Figure 1. Clock routing (run 1).
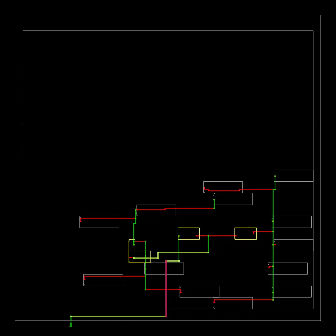
Figure 2. Cell classes on the final placement (run 1).
Bar = 20 um.
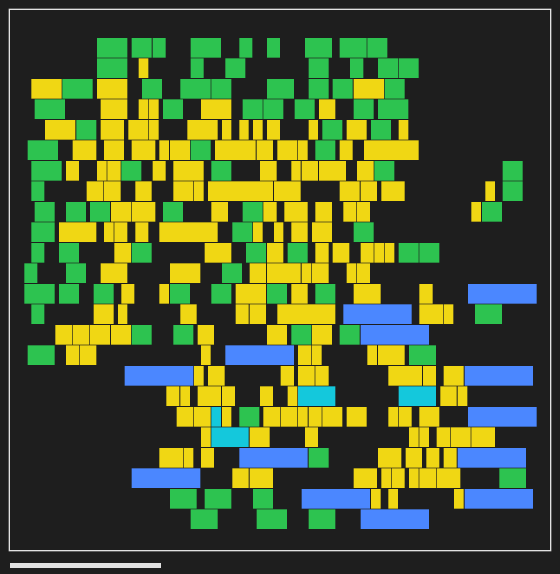
Figure 3. Metal 1 (run 1).
Supply wires on this layer in gray.
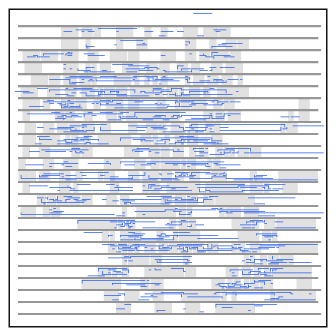
**src/rtl/mips_ctrl_pkg.sv**
```systemverilog
`default_nettype none
// +----------------------------------------------------------------------+
// | mips_ctrl_pkg                                                         |
// | Shared types and encodings for the multi-cycle MIPS control unit.    |
// | Revision: 1.0                                                         |
// +----------------------------------------------------------------------+
package mips_ctrl_pkg;

  typedef enum logic [2:0] {
    S_HALTED = 3'd0,
    S_FETCH  = 3'd1,
    S_DECODE = 3'd2,
    S_EXEC   = 3'd3,
    S_MEM    = 3'd4,
    S_WB     = 3'd5
  } state_t;

  typedef enum logic [5:0] {
    OP_RTYPE = 6'h00, OP_J     = 6'h02, OP_JAL   = 6'h03, OP_BEQ  = 6'h04,
    OP_BNE   = 6'h05, OP_BGTZ  = 6'h07, OP_ADDIU = 6'h09, OP_SLTI = 6'h0A,
    OP_SLTIU = 6'h0B, OP_ANDI  = 6'h0C, OP_ORI   = 6'h0D, OP_XORI = 6'h0E,
    OP_LUI   = 6'h0F, OP_LB    = 6'h20, OP_LW    = 6'h23, OP_SW   = 6'h2B
  } opcode_t;

  typedef enum logic [5:0] {
    FN_SLLV = 6'h04, FN_SRLV = 6'h06, FN_SRAV = 6'h07, FN_JR   = 6'h08,
    FN_ADDU = 6'h21, FN_SUBU = 6'h23, FN_AND  = 6'h24, FN_OR   = 6'h25,
    FN_XOR  = 6'h26, FN_SLT  = 6'h2A, FN_SLTU = 6'h2B
  } funct_t;

  localparam logic [3:0] c_alu_and  = 4'b0000;
  localparam logic [3:0] c_alu_or   = 4'b0001;
  localparam logic [3:0] c_alu_add  = 4'b0010;
  localparam logic [3:0] c_alu_xor  = 4'b0011;
  localparam logic [3:0] c_alu_sll  = 4'b0100;
  localparam logic [3:0] c_alu_srl  = 4'b0101;
  localparam logic [3:0] c_alu_sub  = 4'b0110;
  localparam logic [3:0] c_alu_slt  = 4'b0111;
  localparam logic [3:0] c_alu_sra  = 4'b1000;
  localparam logic [3:0] c_alu_sltu = 4'b1001;
  localparam logic [3:0] c_alu_lui  = 4'b1010;

  localparam logic [1:0] c_srcb_rt     = 2'b00;
  localparam logic [1:0] c_srcb_four   = 2'b01;
  localparam logic [1:0] c_srcb_imm    = 2'b10;
  localparam logic [1:0] c_srcb_imm_sh = 2'b11;

  localparam logic [1:0] c_pc_alu    = 2'b00;
  localparam logic [1:0] c_pc_aluout = 2'b01;
  localparam logic [1:0] c_pc_jump   = 2'b10;
  localparam logic [1:0] c_pc_rs     = 2'b11;

  localparam logic [1:0] c_br_eq  = 2'b00;
  localparam logic [1:0] c_br_ne  = 2'b01;
  localparam logic [1:0] c_br_gtz = 2'b10;

  localparam logic [1:0] c_dst_rt  = 2'b00;
  localparam logic [1:0] c_dst_rd  = 2'b01;
  localparam logic [1:0] c_dst_r31 = 2'b10;

  localparam logic [1:0] c_m2r_aluout = 2'b00;
  localparam logic [1:0] c_m2r_mem    = 2'b01;
  localparam logic [1:0] c_m2r_pc     = 2'b10;

  localparam logic [1:0] c_err_none    = 2'b00;
  localparam logic [1:0] c_err_timeout = 2'b01;
  localparam logic [1:0] c_err_illegal = 2'b10;

endpackage
`default_nettype wire

```
**src/rtl/mips_ctrl_alu_dec.sv**
```systemverilog
`default_nettype none
// +----------------------------------------------------------------------+
// | mips_ctrl_alu_dec                                                     |
// | Combinational opcode/funct decode to ALU code, zero_ext and legality.|
// | Revision: 1.0                                                         |
// +----------------------------------------------------------------------+
module mips_ctrl_alu_dec
  import mips_ctrl_pkg::*;
(
  input  logic [5:0] opcode,
  input  logic [5:0] funct,
  output logic [3:0] alu_code,
  output logic       zero_ext,
  output logic       legal
);

  always_comb begin
    alu_code = c_alu_add;
    zero_ext = 1'b0;
    legal    = 1'b1;
    case (opcode)
      OP_RTYPE: begin
        case (funct)
          FN_ADDU: alu_code = c_alu_add;
          FN_SUBU: alu_code = c_alu_sub;
          FN_AND:  alu_code = c_alu_and;
          FN_OR:   alu_code = c_alu_or;
          FN_XOR:  alu_code = c_alu_xor;
          FN_SLT:  alu_code = c_alu_slt;
          FN_SLTU: alu_code = c_alu_sltu;
          FN_SLLV: alu_code = c_alu_sll;
          FN_SRLV: alu_code = c_alu_srl;
          FN_SRAV: alu_code = c_alu_sra;
          FN_JR:   alu_code = c_alu_add;
          default: legal    = 1'b0;
        endcase
      end
      OP_ADDIU:                 alu_code = c_alu_add;
      OP_ANDI:  begin alu_code = c_alu_and; zero_ext = 1'b1; end
      OP_ORI:   begin alu_code = c_alu_or;  zero_ext = 1'b1; end
      OP_XORI:  begin alu_code = c_alu_xor; zero_ext = 1'b1; end
      OP_SLTI:                  alu_code = c_alu_slt;
      OP_SLTIU:                 alu_code = c_alu_sltu;
      OP_LUI:                   alu_code = c_alu_lui;
      OP_LW, OP_LB, OP_SW:      alu_code = c_alu_add;
      OP_BEQ, OP_BNE, OP_BGTZ:  alu_code = c_alu_sub;
      OP_J, OP_JAL:             alu_code = c_alu_add;
      default:                  legal    = 1'b0;
    endcase
  end

endmodule
`default_nettype wire

```
**src/rtl/mips_mc_control.sv**
```systemverilog
`default_nettype none
// +----------------------------------------------------------------------+
// | mips_mc_control                                                       |
// | Multi-cycle MIPS control FSM with memory handshake, timeout, halt.   |
// | Revision: 1.0                                                         |
// +----------------------------------------------------------------------+
module mips_mc_control
  import mips_ctrl_pkg::*;
#(
  parameter int ALUOP_W    = 4,
  parameter int WAIT_CNT_W = 8,
  parameter int MAX_WAIT   = 255
) (
  input  logic               clk,
  input  logic               rst_n,
  input  logic               start,
  input  logic [31:0]        instr,
  input  logic               mem_ack,
  input  logic               alu_zero,
  input  logic               alu_pos,
  input  logic               rs_is_zero,
  output logic               ir_write,
  output logic               iord,
  output logic               mem_req,
  output logic               mem_write,
  output logic               mem_byte,
  output logic               alu_src_a,
  output logic [1:0]         alu_src_b,
  output logic [ALUOP_W-1:0] alu_op,
  output logic               zero_ext,
  output logic [1:0]         pc_src,
  output logic               pc_write,
  output logic               pc_write_cond,
  output logic [1:0]         branch_type,
  output logic               reg_write,
  output logic [1:0]         reg_dst,
  output logic [1:0]         mem_to_reg,
  output logic               running,
  output logic [1:0]         err
);

  localparam logic [WAIT_CNT_W-1:0] c_max_wait = WAIT_CNT_W'(MAX_WAIT);
  localparam logic [WAIT_CNT_W-1:0] c_cnt_sat  = '1;

  state_t                r_state, w_next;
  logic [WAIT_CNT_W-1:0] r_cnt;
  logic [1:0]            r_err, w_err_next;
  logic [5:0]            w_op, w_fn;
  logic [3:0]            w_alu_code;
  logic [ALUOP_W-1:0]    w_dec_op, w_add_op;
  logic                  w_zext, w_legal;
  logic                  w_is_rtype, w_is_jr, w_is_load, w_is_sw, w_is_branch, w_is_jump;
  logic [1:0]            w_btype;
  logic                  w_mem_phase, w_timeout;
  logic                  w_unused;

  assign w_op        = instr[31:26];
  assign w_fn        = instr[5:0];
  assign w_is_rtype  = (w_op == OP_RTYPE);
  assign w_is_jr     = w_is_rtype && (w_fn == FN_JR);
  assign w_is_load   = (w_op == OP_LW) || (w_op == OP_LB);
  assign w_is_sw     = (w_op == OP_SW);
  assign w_is_branch = (w_op == OP_BEQ) || (w_op == OP_BNE) || (w_op == OP_BGTZ);
  assign w_is_jump   = (w_op == OP_J) || (w_op == OP_JAL);
  assign w_btype     = (w_op == OP_BNE) ? c_br_ne : (w_op == OP_BGTZ) ? c_br_gtz : c_br_eq;
  assign w_dec_op    = ALUOP_W'(w_alu_code);
  assign w_add_op    = ALUOP_W'(c_alu_add);

  // Branch resolution lives in the datapath; the flag inputs are not needed here.
  assign w_unused = ^{instr[25:6], alu_zero, alu_pos};

  // A cycle at the limit with an ack present still completes the access.
  assign w_mem_phase = (r_state == S_FETCH) || (r_state == S_MEM);
  assign w_timeout   = (MAX_WAIT != 0) && w_mem_phase && !mem_ack && (r_cnt == c_max_wait);

  assign running = (r_state != S_HALTED);
  assign err     = r_err;

  mips_ctrl_alu_dec u_alu_dec (
    .opcode   (w_op),
    .funct    (w_fn),
    .alu_code (w_alu_code),
    .zero_ext (w_zext),
    .legal    (w_legal)
  );

  always_ff @(posedge clk or negedge rst_n) begin
    if (!rst_n) begin
      r_state <= S_HALTED;
      r_cnt   <= '0;
      r_err   <= c_err_none;
    end else begin
      r_state <= w_next;
      r_err   <= w_err_next;
      if (w_mem_phase && !mem_ack && (w_next == r_state)) begin
        if (r_cnt != c_cnt_sat) r_cnt <= r_cnt + WAIT_CNT_W'(1);
      end else begin
        r_cnt <= '0;
      end
    end
  end

  always_comb begin
    w_next        = r_state;
    w_err_next    = r_err;
    ir_write      = 1'b0;
    iord          = 1'b0;
    mem_req       = 1'b0;
    mem_write     = 1'b0;
    mem_byte      = 1'b0;
    alu_src_a     = 1'b0;
    alu_src_b     = c_srcb_rt;
    alu_op        = '0;
    zero_ext      = 1'b0;
    pc_src        = c_pc_alu;
    pc_write      = 1'b0;
    pc_write_cond = 1'b0;
    branch_type   = c_br_eq;
    reg_write     = 1'b0;
    reg_dst       = c_dst_rt;
    mem_to_reg    = c_m2r_aluout;
    case (r_state)
      S_HALTED: begin
        if (start) begin
          w_next     = S_FETCH;
          w_err_next = c_err_none;
        end
      end
      S_FETCH: begin
        mem_req = 1'b1;
        if (mem_ack) begin
          ir_write  = 1'b1;
          pc_write  = 1'b1;
          alu_src_b = c_srcb_four;
          alu_op    = w_add_op;
          w_next    = S_DECODE;
        end else if (w_timeout) begin
          w_next     = S_HALTED;
          w_err_next = c_err_timeout;
        end
      end
      S_DECODE: begin
        alu_src_b = c_srcb_imm_sh;
        alu_op    = w_add_op;
        if (w_legal) begin
          w_next = S_EXEC;
        end else begin
          w_next     = S_HALTED;
          w_err_next = c_err_illegal;
        end
      end
      S_EXEC: begin
        w_next = S_FETCH;
        if (w_is_jr) begin
          pc_src   = c_pc_rs;
          pc_write = 1'b1;
          if (rs_is_zero) w_next = S_HALTED;
        end else if (w_is_rtype) begin
          alu_src_a = 1'b1;
          alu_src_b = c_srcb_rt;
          alu_op    = w_dec_op;
          w_next    = S_WB;
        end else if (w_is_load || w_is_sw) begin
          alu_src_a = 1'b1;
          alu_src_b = c_srcb_imm;
          alu_op    = w_dec_op;
          w_next    = S_MEM;
        end else if (w_is_branch) begin
          alu_src_a     = 1'b1;
          alu_src_b     = c_srcb_rt;
          alu_op        = w_dec_op;
          pc_src        = c_pc_aluout;
          pc_write_cond = 1'b1;
          branch_type   = w_btype;
        end else if (w_is_jump) begin
          pc_src   = c_pc_jump;
          pc_write = 1'b1;
          if (w_op == OP_JAL) begin
            reg_write  = 1'b1;
            reg_dst    = c_dst_r31;
            mem_to_reg = c_m2r_pc;
          end
        end else begin
          alu_src_a = 1'b1;
          alu_src_b = c_srcb_imm;
          alu_op    = w_dec_op;
          zero_ext  = w_zext;
          w_next    = S_WB;
        end
      end
      S_MEM: begin
        mem_req   = 1'b1;
        iord      = 1'b1;
        mem_write = w_is_sw;
        mem_byte  = (w_op == OP_LB);
        if (mem_ack) begin
          w_next = w_is_sw ? S_FETCH : S_WB;
        end else if (w_timeout) begin
          w_next     = S_HALTED;
          w_err_next = c_err_timeout;
        end
      end
      S_WB: begin
        reg_write  = 1'b1;
        reg_dst    = w_is_rtype ? c_dst_rd : c_dst_rt;
        mem_to_reg = w_is_load ? c_m2r_mem : c_m2r_aluout;
        w_next     = S_FETCH;
      end
      default: w_next = S_HALTED;
    endcase
  end

endmodule
`default_nettype wire

```
**config.mk**
```make
export PLATFORM = sky130hd
export DESIGN_NAME = mips_mc_control
export DESIGN_NICKNAME = d
export VERILOG_FILES = /design/src/rtl/mips_ctrl_pkg.sv /design/src/rtl/mips_ctrl_alu_dec.sv /design/src/rtl/mips_mc_control.sv
export SDC_FILE = /design/constraint.sdc
export NUM_CORES = 1
export LEC_CHECK = 0
export CAP_MARGIN = 10
export CORE_MARGIN = 1.5
export CORE_UTILIZATION = 30
export DETAILED_ROUTE_END_ITERATION = 7
export GPL_ROUTABILITY_DRIVEN = 0
export SYNTH_ARGS = -nofsm -noshare
export SYNTH_HDL_FRONTEND = slang
export SYNTH_SLANG_ARGS = --single-unit
```
**constraint.sdc**
```tcl
create_clock -name clk -period 3.76 [get_ports clk]
set_input_delay 1.128 -clock clk [delete_from_list [all_inputs] [get_ports clk]]
set_output_delay 1.128 -clock clk [all_outputs]
set_load 0.03 [all_outputs]
```
==> deck_impl_summary.md, run 1 <==
Key Metrics from the Run

Outcome
  • Status: complete, but fails checks
  • Violated checks: negative setup slack

Timing
  • Final period demand of the worst path: 3760 ps
  • Number of endpoints with negative hold slack in the final report: 0
  • Endpoints failing setup: 1
  • Actual transition at the worst max-transition pin: 617 ps
  • Max-slew violations: 0
  • Top achievable clock speed: 266 MHz
  • Worst slack on hold paths: 518 ps
  • Setup_tns: -1.48 ps
  • Final worst slack: -1.48 ps
  • Max_slew headroom: 58.8%
  • Post-route fraction of the period consumed by the critical path: 100%
  • Unrepaired setup endpoints after global routing: yes

Yosys
  • Async set-reset flop share out of synthesis: 100%
  • Yosys top cell by instances: nor2_1
  • Synthesized netlist net count: 235
  • Count of instantiated cells in the yosys netlist: 195
  • Area leader share: 23.0%
  • Yosys stat area: 1410 sq um
  • Post-synth regs: 13
  • Post-synth EDFFs: 0
  • Cell area after synthesis: 1410 sq um
  • Avg Inst Size Synth: 7.25 sq um
  • Commonest cells in the netlist: nor2_1 (30), nand2_1 (16), dfrtp_1 (13)
  • Cell type with the largest total area after synthesis: dfrtp_1
  • Tally of yosys warning messages: 0
  • Unique masters post-synth: 52
  • Instance tally after logic synthesis: 195
  • Sequential-to-total area share from yosys stat: 23.0%
  • Most common flop cell mapped by yosys: dfrtp_1
  • Main area contributors: dfrtp_1 (23%), nor2_1 (8.0%), nand2_1 (4.2%)

Clock network
  • Number of CTS-inserted buffers: 3
  • Buffer type at the clock tree root: clkbuf_8
  • Clk latency late pin: 250 ps
  • Total of hold buffers inserted after clock tree synthesis: 0
  • CTS tree: built
  • CTS clock-pin slew for the worst setup and hold paths: 60 ps
  • Clock net sink count: 13
  • Maximum level of the CTS H-tree: 1
  • CTS max path bufs: 2

Critical path
  • Endpoint of the worst-slack reg-to-reg timing path: r_cnt[6]$_DFFE_PN0P_
  • Required arrival time at the worst endpoint: 2630 ps
  • Start of the worst register-to-register path: r_cnt[0]$_DFFE_PN0P_
  • Startpoint of the most critical setup path: instr[31]
  • Crit. End Element: output pin
  • Largest fanout on the critical path: 2
  • Capture point of the worst path: pc_src[0]
  • Startpoint class of the critical path: primary input
  • Length in cells of the worst reg-to-reg path: 6
  • Worst setup path category: primary input to output pin
  • Minimum setup slack among reg-to-reg paths: 1640 ps
  • Critical path arrival: 2630 ps

Route
  • DRC: 0
  • Detailed Route Iter0 Violations: 76
  • Drt first pass iters: 6
  • Final antenna-violating net count: 0
  • Per-cell routed wire length: 13.6 um
  • Average via count per standard cell: 5.24

Cells and area
  • # nets final: 314
  • Layout filler cell count: 450
  • N_diodes: 0
  • Share of post-route cells with drive strength above 1: 38.1%
  • Synth-to-layout area growth: 60.0%

Global routing
  • Pin count of the biggest net entering global routing: 17
  • Number of antenna violations at the first check in global routing: 0
  • Vias in the first global route: 1608
  • Grt total ovfl: 0
  • Global-route wire length before repair: 7.50 mm
  • Global routing usage summed across all routing layers: 18.0%

Min path
  • Hold/Removal Path Class: register to register

Power
  • Cell Pwr Density: 406 nW/um^2
  • Peak supply drop: 0.000172 V
  • Total chip power: 0.919 mW
  • LEAKAGE: 0.953 nW

Floorplan
  • Core utilization before placement: 31.8%
  • Die y size: 71.7 um
  • Overall die width: 71.7 um
  • Number of ports placed on the die boundary: 66
  • Chip area: 5130 sq um

Place
  • Detailed-placement wirelength estimate: 3.47 mm
  • Port-buffer cells: 43

Job
  • OpenROAD warnings: 51
  • Number of max-capacitance violations reported: 0
Back to the opening pictures, Figure 1:
final setup skew: 3.88 ps
count of sequential standard cells: 13
clock group power: 0.130 mW

Back to the opening pictures, Figure 2:
remaining buffers and delay cells: shown in green, cells 87. remaining logic cells: shown in yellow, cells 169. clock drivers and dummy loads: shown in cyan, cells 4. registers: shown in blue, cells 13.
Core Rows: 24
Core Box Area: 4440 sq um
utilization after layout: 50.9%
fraction of standard cell area that is sequential: 14.4%

Back to the opening pictures, Figure 3:
The layer carries 2070 um of wire. The layer holds 47% of the routed length.
DRT Wirelength: 4.43 mm
count of vias placed by the detailed router: 1703

==> run 1: cell families (layout without fill, tap and decap cells) <==
| logic type | after synthesis | after routing | share of synthesized area [%] |
|---|---|---|---|
| simple gates | 106 | 106 | 41.4 |
| mux | 3 | 3 | 2.12 |
| xor+xnor | 6 | 6 | 3.72 |
| compound gates | 48 | 48 | 23.1 |
| flops | 13 | 13 | 23.0 |
| buf+inv | 18 | 96 | 5.75 |
| fa+ha+maj | 1 | 1 | 0.885 |
==> run 1: registers in the layout, indices dropped and copies added, names as in the netlist <==
register	count
r_cnt	8
r_state	3
err	2
==> run 1: how the worst min path moves through the flow <==
stage	end	slack, ps	start	cells after the start
after floorplan	r_cnt[7]$_DFFE_PN0P_	480	r_cnt[7]$_DFFE_PN0P_	1
after global placement	err[0]$_DFFE_PN0P_	510	err[0]$_DFFE_PN0P_	2
after detailed placement	err[0]$_DFFE_PN0P_	510	err[0]$_DFFE_PN0P_	2
after CTS	err[0]$_DFFE_PN0P_	520	err[0]$_DFFE_PN0P_	2
after global routing	err[0]$_DFFE_PN0P_	540	err[0]$_DFFE_PN0P_	2
final	err[0]$_DFFE_PN0P_	520	err[0]$_DFFE_PN0P_	2
==> run 1: cell usage in the layout, fill, tap and decap left out, types with 5 or more instances in the layout <==
cell type	netlist	layout
a211oi_1	6	6
a21oi_1	10	10
buf_2	2	5
buf_4	1	55
buf_6	1	11
clkdlybuf4s50_1	0	9
dfrtp_1	13	13
nand2_1	16	16
nand2b_1	6	6
nand3_1	11	10
nor2_1	30	24
nor2_4	0	5
nor2b_1	5	5
nor3b_1	7	7
o21ai_0	8	8
o22ai_1	6	5
==> run 1: worst max-delay path, stage by stage <==
cell and delay [ps]:
buf_6 90, or4_4 550, nor2_4 130, inv_2 40, or3_4 360, o22ai_4 180
buf_6 150
==> run 1: repair_timing <==
item,in CTS,in global routing
resized,57,17
buffers inserted,3,2
pin swaps,13,9
endpoints found under the setup margin,14,9
hold endpoints to repair,0,0
==> run 1: area by class of cell <==
class                           count  area (sq um)  area share [%]
Tap cell                           52          65.1            2.88
Sequential cell                    13           325            14.4
Inverter                            5          18.8           0.830
Clock buffer                        4          45.0            1.99
Timing Repair Buffer               87           701            31.0
Multi-Input combinational cell    164          1110            48.9
==> run 1: power by group <==
| group | leakage (nW) | internal, mW | switching [mW] |
|---|---|---|---|
| Sequential | 0.178 | 0.163 | 0.0181 |
| Combinational | 0.753 | 0.254 | 0.354 |
| Clock | 0.0228 | 0.0750 | 0.0550 |
| Total | 0.953 | 0.492 | 0.427 |
==> run 1: per-layer routing <==
layer  track usage (%)  wire, um  part of all wire (%)  up-vias
li1                  -         -                     -      874
met1              24.5      2070                    47      778
met2              30.0      2090                    47       45
met3              3.94       218                   4.9        6
met4              2.52        46                   1.0        0
met5                 0         0                     0        -
==> run 1: through the flow <==
stage	worst slack (ps)	instances	instance area, sq um
after floorplan	-167	195	1470
after global placement	-691	316	2140
after detailed placement	-701	316	2140
after CTS	-113	323	2240
after global routing	-84.8	325	2260
final	-1.48	325	2260
Figure 4. Sizing map (run 1).
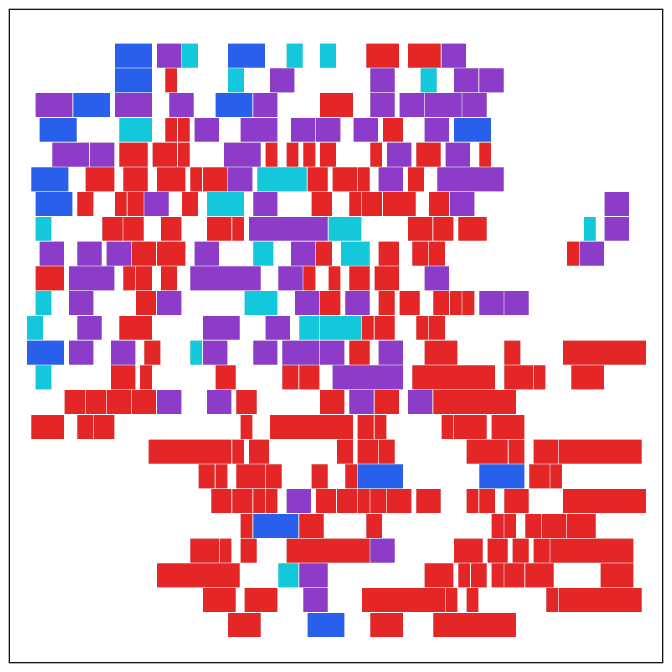

==> run 2, diff against run 1 <==
--- a/config.mk
+++ b/config.mk
@@ -6,7 +6,6 @@
 export NUM_CORES = 1
 export LEC_CHECK = 0
 export CAP_MARGIN = 10
-export CORE_MARGIN = 1.5
 export CORE_UTILIZATION = 30
 export DETAILED_ROUTE_END_ITERATION = 7
 export GPL_ROUTABILITY_DRIVEN = 0
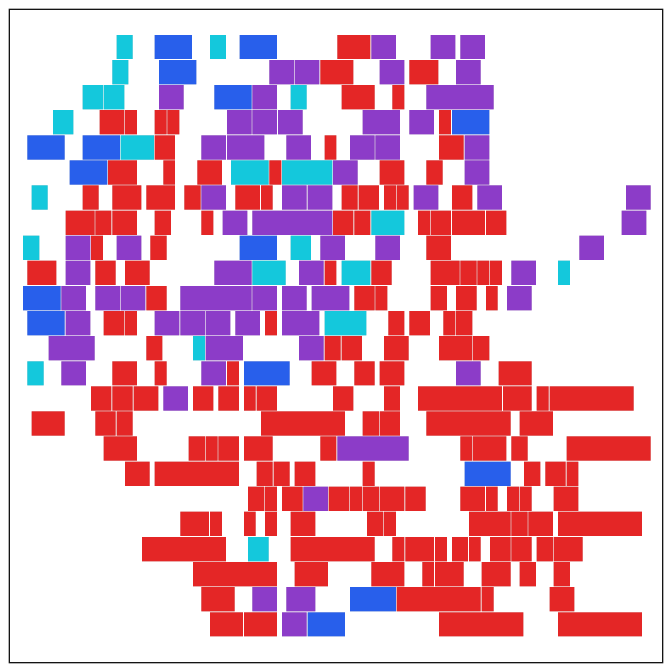
Figure 5: run 2, sizing map.
x2: shown in cyan, cells 21, share 7.7%, most used buf_2. x1 and smaller: shown in red, cells 170, share 62%, most used nor2_1. x3 and x4: shown in purple, cells 67, share 25%, most used buf_4. x6 and larger: shown in blue, cells 15, share 5.5%, most used buf_6.
final worst slack: 5.45 ps
final standard cell area without fillers: 2260 sq um
synth-to-layout area growth: 60.0%

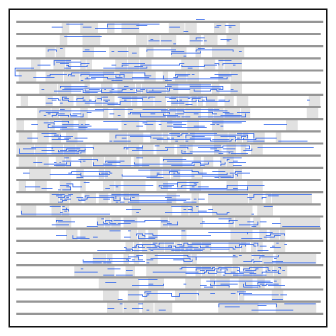
Figure 6: run 2, metal 1.
Supply wires on this layer in gray.
The wires run mostly horizontal. 261 nets have wire on it. The layer carries 2080 um of wire.
DRT Wirelength: 4.46 mm
count of vias placed by the detailed router: 1698
met1 Track Usage GR: 23.8%

==> run 2 against run 1 <==
The run ends with design-rule violations left. Register-to-register slack better by 30 ps. First-iteration DRC count up 18%. Routed wire length up 0.70%. Critical path depth unchanged. Worst hold slack about the same. Global-route usage down 0.18 points. Design area unchanged. Critical path type unchanged. Critical endpoint unchanged. Largest cell class unchanged.
==> deck_impl_summary.md, run 2 <==
Key Metrics from the Run

Outcome
  • Status: complete, but fails checks
  • Violated checks: design-rule violations

Cells and area
  • # nets final: 314 (unchanged)
  • Dominant logic cell type in the layout: buf_4
  • N_diodes: 0 (unchanged)
  • Largest Register: r_cnt
  • Final Non-Filler Cells: 325 (unchanged)
  • Share of post-route cells with drive strength above 1: 37.7% (-0.37 points)
  • Sequential cell area: 325 sq um (unchanged)
  • Layout filler cell count: 446 (-0.89%)

Critical path
  • Capture point of the worst path: pc_src[0]
  • Largest fanout on the critical path: 2 (unchanged)
  • Crit. End Element: output pin
  • Minimum setup slack among reg-to-reg paths: 1670 ps (+30 ps)
  • Cell repeated most along the worst path: buf_6
  • Critical-path top delay cell: or4_4
  • Delay contributed by the slowest stage of the critical path: 550 ps (about the same)
  • Endpoint of the worst-slack reg-to-reg timing path: r_cnt[6]$_DFFE_PN0P_
  • Critical-path cell list: buf_6, or4_4, nor2_4, inv_2, or3_4, o22ai_4, buf_6
  • Startpoint of the most critical setup path: instr[4]

Route
  • Average via count per standard cell: 5.22 (-0.29%)
  • Final antenna-violating net count: 0 (unchanged)
  • DRC: 7 (+7)

Clock network
  • CTS tree: built
  • CTS clock-pin slew for the worst setup and hold paths: 60 ps (about the same)
  • Number of CTS-inserted buffers: 3 (unchanged)
  • CTS max path bufs: 2 (unchanged)
  • Maximum level of the CTS H-tree: 1 (unchanged)
  • Total of hold buffers inserted after clock tree synthesis: 0 (unchanged)

Floorplan
  • Overall die width: 70.7 um (-1.4%)
  • Core Rows: 24 (unchanged)
  • Die y size: 70.7 um (-1.4%)
  • Number of ports placed on the die boundary: 66 (unchanged)

Yosys
  • Count of instantiated cells in the yosys netlist: 195 (unchanged)
  • Area leader share: 23.0% (unchanged)
  • Avg Inst Size Synth: 7.25 sq um (unchanged)
  • Commonest cells in the netlist: nor2_1 (30), nand2_1 (16), dfrtp_1 (13)
  • Yosys stat area: 1410 sq um (unchanged)
  • Yosys top cell by instances: nor2_1
  • Most common flop cell mapped by yosys: dfrtp_1

Global routing
  • Global routing usage summed across all routing layers: 17.9% (-0.18 points)
  • Pin count of the biggest net entering global routing: 18 (+1)
  • Global-route wire length before repair: 7.16 mm (-4.5%)
  • Number of antenna violations at the first check in global routing: 0 (unchanged)

Place
  • Placed cell count: 315 (-0.32%)
  • Port-buffer cells: 43 (unchanged)

Timing
  • Post-route fraction of the period consumed by the critical path: 99.9% (-0.18 points)
  • Unrepaired setup endpoints after global routing: yes
  • Actual transition at the worst max-transition pin: 591 ps (-25.6 ps)

Power
  • Cell Pwr Density: 405 nW/um^2 (-0.35%)

Min path
  • Hold/Removal Path Class: register to register
[run 2: cell counts after synthesis]
No cell type changed its count.
[run 2: per-stage QoR]
stage / setup WS (ps) / cell area [sq um] / hold slack, ps
CTS: -112 / 2250 / 520
global route: -62.2 / 2260 / 552
global placement: -712 / 2140 / 511
detailed placement: -705 / 2140 / 512
floorplan: -167 / 1470 / 483
finish: 5.45 / 2260 / 518
[run 2: critical path, delay by kind of cell]
| family | cells | cell delay [ps] |
|---|---|---|
| buffers and inverters | 3 | 280 |
| and+or+nand+nor | 3 | 1030 |
| AOI/OAI and AO/OA | 1 | 180 |
[run 2: where the power goes]
part,internal [mW],switching [mW]
Combinational,0.258,0.323
Clock,0.0751,0.0538
Sequential,0.163,0.0436
[run 2: worst min-delay path by stage]
stage                                      end  depth (start not counted)
after global routing      r_cnt[7]$_DFFE_PN0P_                          1
after detailed placement    err[0]$_DFFE_PN0P_                          2
final                       err[0]$_DFFE_PN0P_                          2
after global placement      err[0]$_DFFE_PN0P_                          2
after CTS                   err[0]$_DFFE_PN0P_                          2
after floorplan           r_cnt[7]$_DFFE_PN0P_                          1
[run 2: repair_timing]
| action | CTS | global route |
|---|---|---|
| endpoints found under the hold margin | 0 | 0 |
| setup endpoints to repair | 17 | 11 |
| pin swaps | 11 | 8 |
| gates resized | 60 | 16 |
| setup buffers | 5 | 2 |
[run 2: logic make-up after synthesis]
logic type / synth area share, %
AND/OR/NAND/NOR: 41.4
AND-OR/OR-AND: 23.1
buffers and inverters: 5.75
flip-flops: 23.0
XOR/XNOR: 3.72
multiplexers: 2.12
adder cells (fa/ha/maj): 0.885
[run 2: layout make-up]
class | instances | area share [%]
Sequential cell | 13 | 14.4
Inverter | 5 | 0.830
Clock buffer | 4 | 1.99
Timing Repair Buffer | 87 | 31.4
Multi-Input combinational cell | 164 | 48.5
Tap cell | 52 | 2.88
[run 2: routing by layer]
metal	wire, um	GRT usage, %
met5	0	0
met4	28	3.33
met3	202	3.56
met2	2160	30.3
met1	2080	23.8
==> run 3, diff against run 2 <==
--- a/config.mk
+++ b/config.mk
@@ -5,7 +5,7 @@
 export SDC_FILE = /design/constraint.sdc
 export NUM_CORES = 1
 export LEC_CHECK = 0
-export CAP_MARGIN = 10
+export CAP_MARGIN = 30
 export CORE_UTILIZATION = 30
 export DETAILED_ROUTE_END_ITERATION = 7
 export GPL_ROUTABILITY_DRIVEN = 0
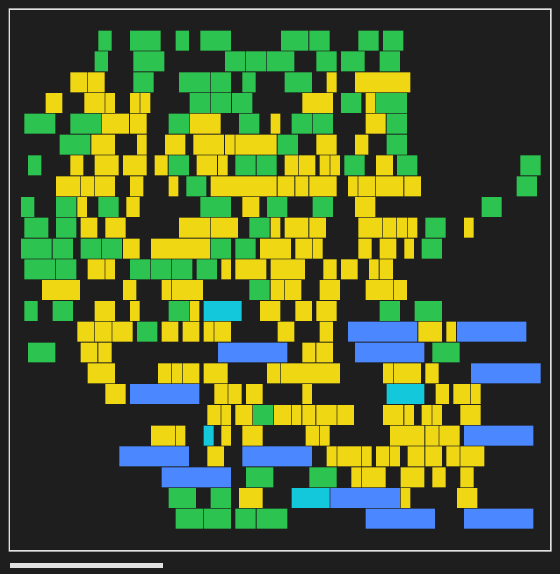
Figure 7: run 3, cell classes on the final placement.
Bar = 20 um.
remaining logic cells: shown in yellow, cells 169. clock drivers and dummy loads: shown in cyan, cells 4. registers: shown in blue, cells 13. remaining buffers and delay cells: shown in green, cells 87.

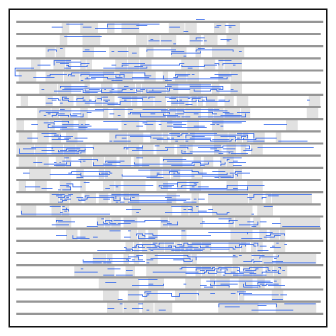
Figure 8: run 3, metal 1.
Supply wires on this layer in gray.
261 nets have wire on it. The longest straight run is 31.7 um. The layer carries 2080 um of wire.

==> run 3 against run 2 <==
The run still ends with design-rule violations left. Combinational power about the same. Count of clock-buffer cells in the layout unchanged. Setup slack unchanged. Sequential share of layout area unchanged. Worst hold slack unchanged. Design area unchanged. Synthesized area unchanged. Synthesized cell count unchanged. Power unchanged. Routed wire length unchanged. Clock skew unchanged. Largest power group unchanged.
==> deck_impl_summary.md, run 3 <==
Key Metrics from the Run

Cells and area
  • Share of post-route cells with drive strength above 1: 37.7% (unchanged)
  • Synth-to-layout area growth: 60.0% (unchanged)
  • Final Non-Filler Cells: 325 (unchanged)
  • # nets final: 314 (unchanged)
  • N_diodes: 0 (unchanged)
  • Largest Register: r_cnt
  • Dominant logic cell type in the layout: buf_4

Yosys
  • Avg Inst Size Synth: 7.25 sq um (unchanged)
  • Area leader share: 23.0% (unchanged)
  • Count of instantiated cells in the yosys netlist: 195 (unchanged)
  • Most common flop cell mapped by yosys: dfrtp_1
  • Yosys top cell by instances: nor2_1
  • Commonest cells in the netlist: nor2_1 (30), nand2_1 (16), dfrtp_1 (13)
  • Yosys stat area: 1410 sq um (unchanged)

Outcome
  • Status: complete, but fails checks
  • Violated checks: design-rule violations

Timing
  • Post-route fraction of the period consumed by the critical path: 99.9% (unchanged)
  • Unrepaired setup endpoints after global routing: yes
  • Actual transition at the worst max-transition pin: 591 ps (unchanged)

Power
  • Cell Pwr Density: 405 nW/um^2 (unchanged)

Floorplan
  • Number of ports placed on the die boundary: 66 (unchanged)
  • Overall die width: 70.7 um (unchanged)
  • Die y size: 70.7 um (unchanged)
  • Core Rows: 24 (unchanged)

Place
  • Placed cell count: 315 (unchanged)

Critical path
  • Critical-path cell list: buf_6, or4_4, nor2_4, inv_2, or3_4, o22ai_4, buf_6
  • Largest fanout on the critical path: 2 (unchanged)
  • Crit. End Element: output pin
  • Delay contributed by the slowest stage of the critical path: 550 ps (about the same)
  • Cell repeated most along the worst path: buf_6
  • Critical-path top delay cell: or4_4

Clock network
  • CTS tree: built
  • CTS clock-pin slew for the worst setup and hold paths: 60 ps (about the same)
  • Number of CTS-inserted buffers: 3 (unchanged)
  • CTS max path bufs: 2 (unchanged)
  • Maximum level of the CTS H-tree: 1 (unchanged)

Route
  • DRC: 7 (unchanged)
  • Detailed Route Iter0 Violations: 90
  • DRT Wirelength: 4.46 mm (unchanged)
  • Count of vias placed by the detailed router: 1698 (unchanged)
  • Average via count per standard cell: 5.22 (unchanged)

Global routing
  • Global-route wire length before repair: 7.16 mm (unchanged)
  • Number of antenna violations at the first check in global routing: 0 (unchanged)
  • Global routing usage summed across all routing layers: 17.9% (unchanged)

Min path
  • Hold/Removal Path Class: register to register
-- run 3: metrics by stage --
| stage | utilization (%) | TNS (ps) | setup WS [ps] | total power [mW] | area (sq um) |
|---|---|---|---|---|---|
| CTS | 50.7 | -480 | -112 | 0.921 | 2250 |
| global placement | 48.1 | -5500 | -712 | 0.771 | 2140 |
| floorplan | - | -837 | -167 | 0.556 | 1470 |
| global route | 50.9 | -211 | -62.2 | 0.978 | 2260 |
| detailed placement | 48.1 | -5580 | -705 | 0.774 | 2140 |
| finish | 50.9 | 0 | 5.45 | 0.916 | 2260 |
-- run 3: final timing paths --
path | depth (start not counted) | to | startpoint | slack (ps)
setup / recovery | 7 | pc_src[0] | instr[4] | 5
min in group asynchronous | 1 | err[0]$_DFFE_PN0P_ | rst_n | 1250
setup reg to reg | 6 | r_cnt[6]$_DFFE_PN0P_ | r_cnt[0]$_DFFE_PN0P_ | 1670
hold / removal | 2 | err[0]$_DFFE_PN0P_ | err[0]$_DFFE_PN0P_ | 520
hold reg to reg | 2 | err[0]$_DFFE_PN0P_ | err[0]$_DFFE_PN0P_ | 520
max in group asynchronous | 1 | r_cnt[0]$_DFFE_PN0P_ | rst_n | 2120
-- run 3: critical path: cells and delay by family --
kind | cells | cell delay (ps)
AND-OR/OR-AND | 1 | 180
buffers and inverters | 3 | 280
AND/OR/NAND/NOR | 3 | 1030
-- run 3: cells by family (layout without fill, tap and decap cells) --
kind of cell / after synthesis / count (layout) / share of synthesized area (%)
and+or+nand+nor: 106 / 106 / 41.4
AOI/OAI and AO/OA: 48 / 48 / 23.1
buffers and inverters: 18 / 96 / 5.75
DFF: 13 / 13 / 23.0
xor gates and xnor gates: 6 / 6 / 3.72
muxes: 3 / 3 / 2.12
adders and majority gates: 1 / 1 / 0.885
-- run 3: routing by layer --
layer	GRT usage, %	vias to the layer above	share of wire [%]
met5	0	-	0
li1	-	866	-
met3	3.56	5	4.5
met1	23.8	794	47
met2	30.3	33	48
met4	3.33	0	0.63
-- run 3: layout make-up --
type / instances / area [sq um] / share of cell area (%)
well taps: 52 / 65.1 / 2.88
flip-flops and latches: 13 / 325 / 14.4
multi-input cells: 164 / 1100 / 48.5
repair buffers: 87 / 711 / 31.4
inverters: 5 / 18.8 / 0.830
clock buffers: 4 / 45.0 / 1.99
-- run 3: report_power, final --
group / switching [mW] / internal [mW]
sequential: 0.0436 / 0.163
clock: 0.0538 / 0.0751
combinational: 0.323 / 0.258
total: 0.420 / 0.496
-- run 3: what timing repair did --
item / 4_1_cts / 5_1_grt
pin swaps: 11 / 8
endpoints found under the setup margin: 17 / 11
setup buffers: 5 / 2
resized: 60 / 16
hold buffers: 0 / 0
Power and IR drop assume default switching activity.
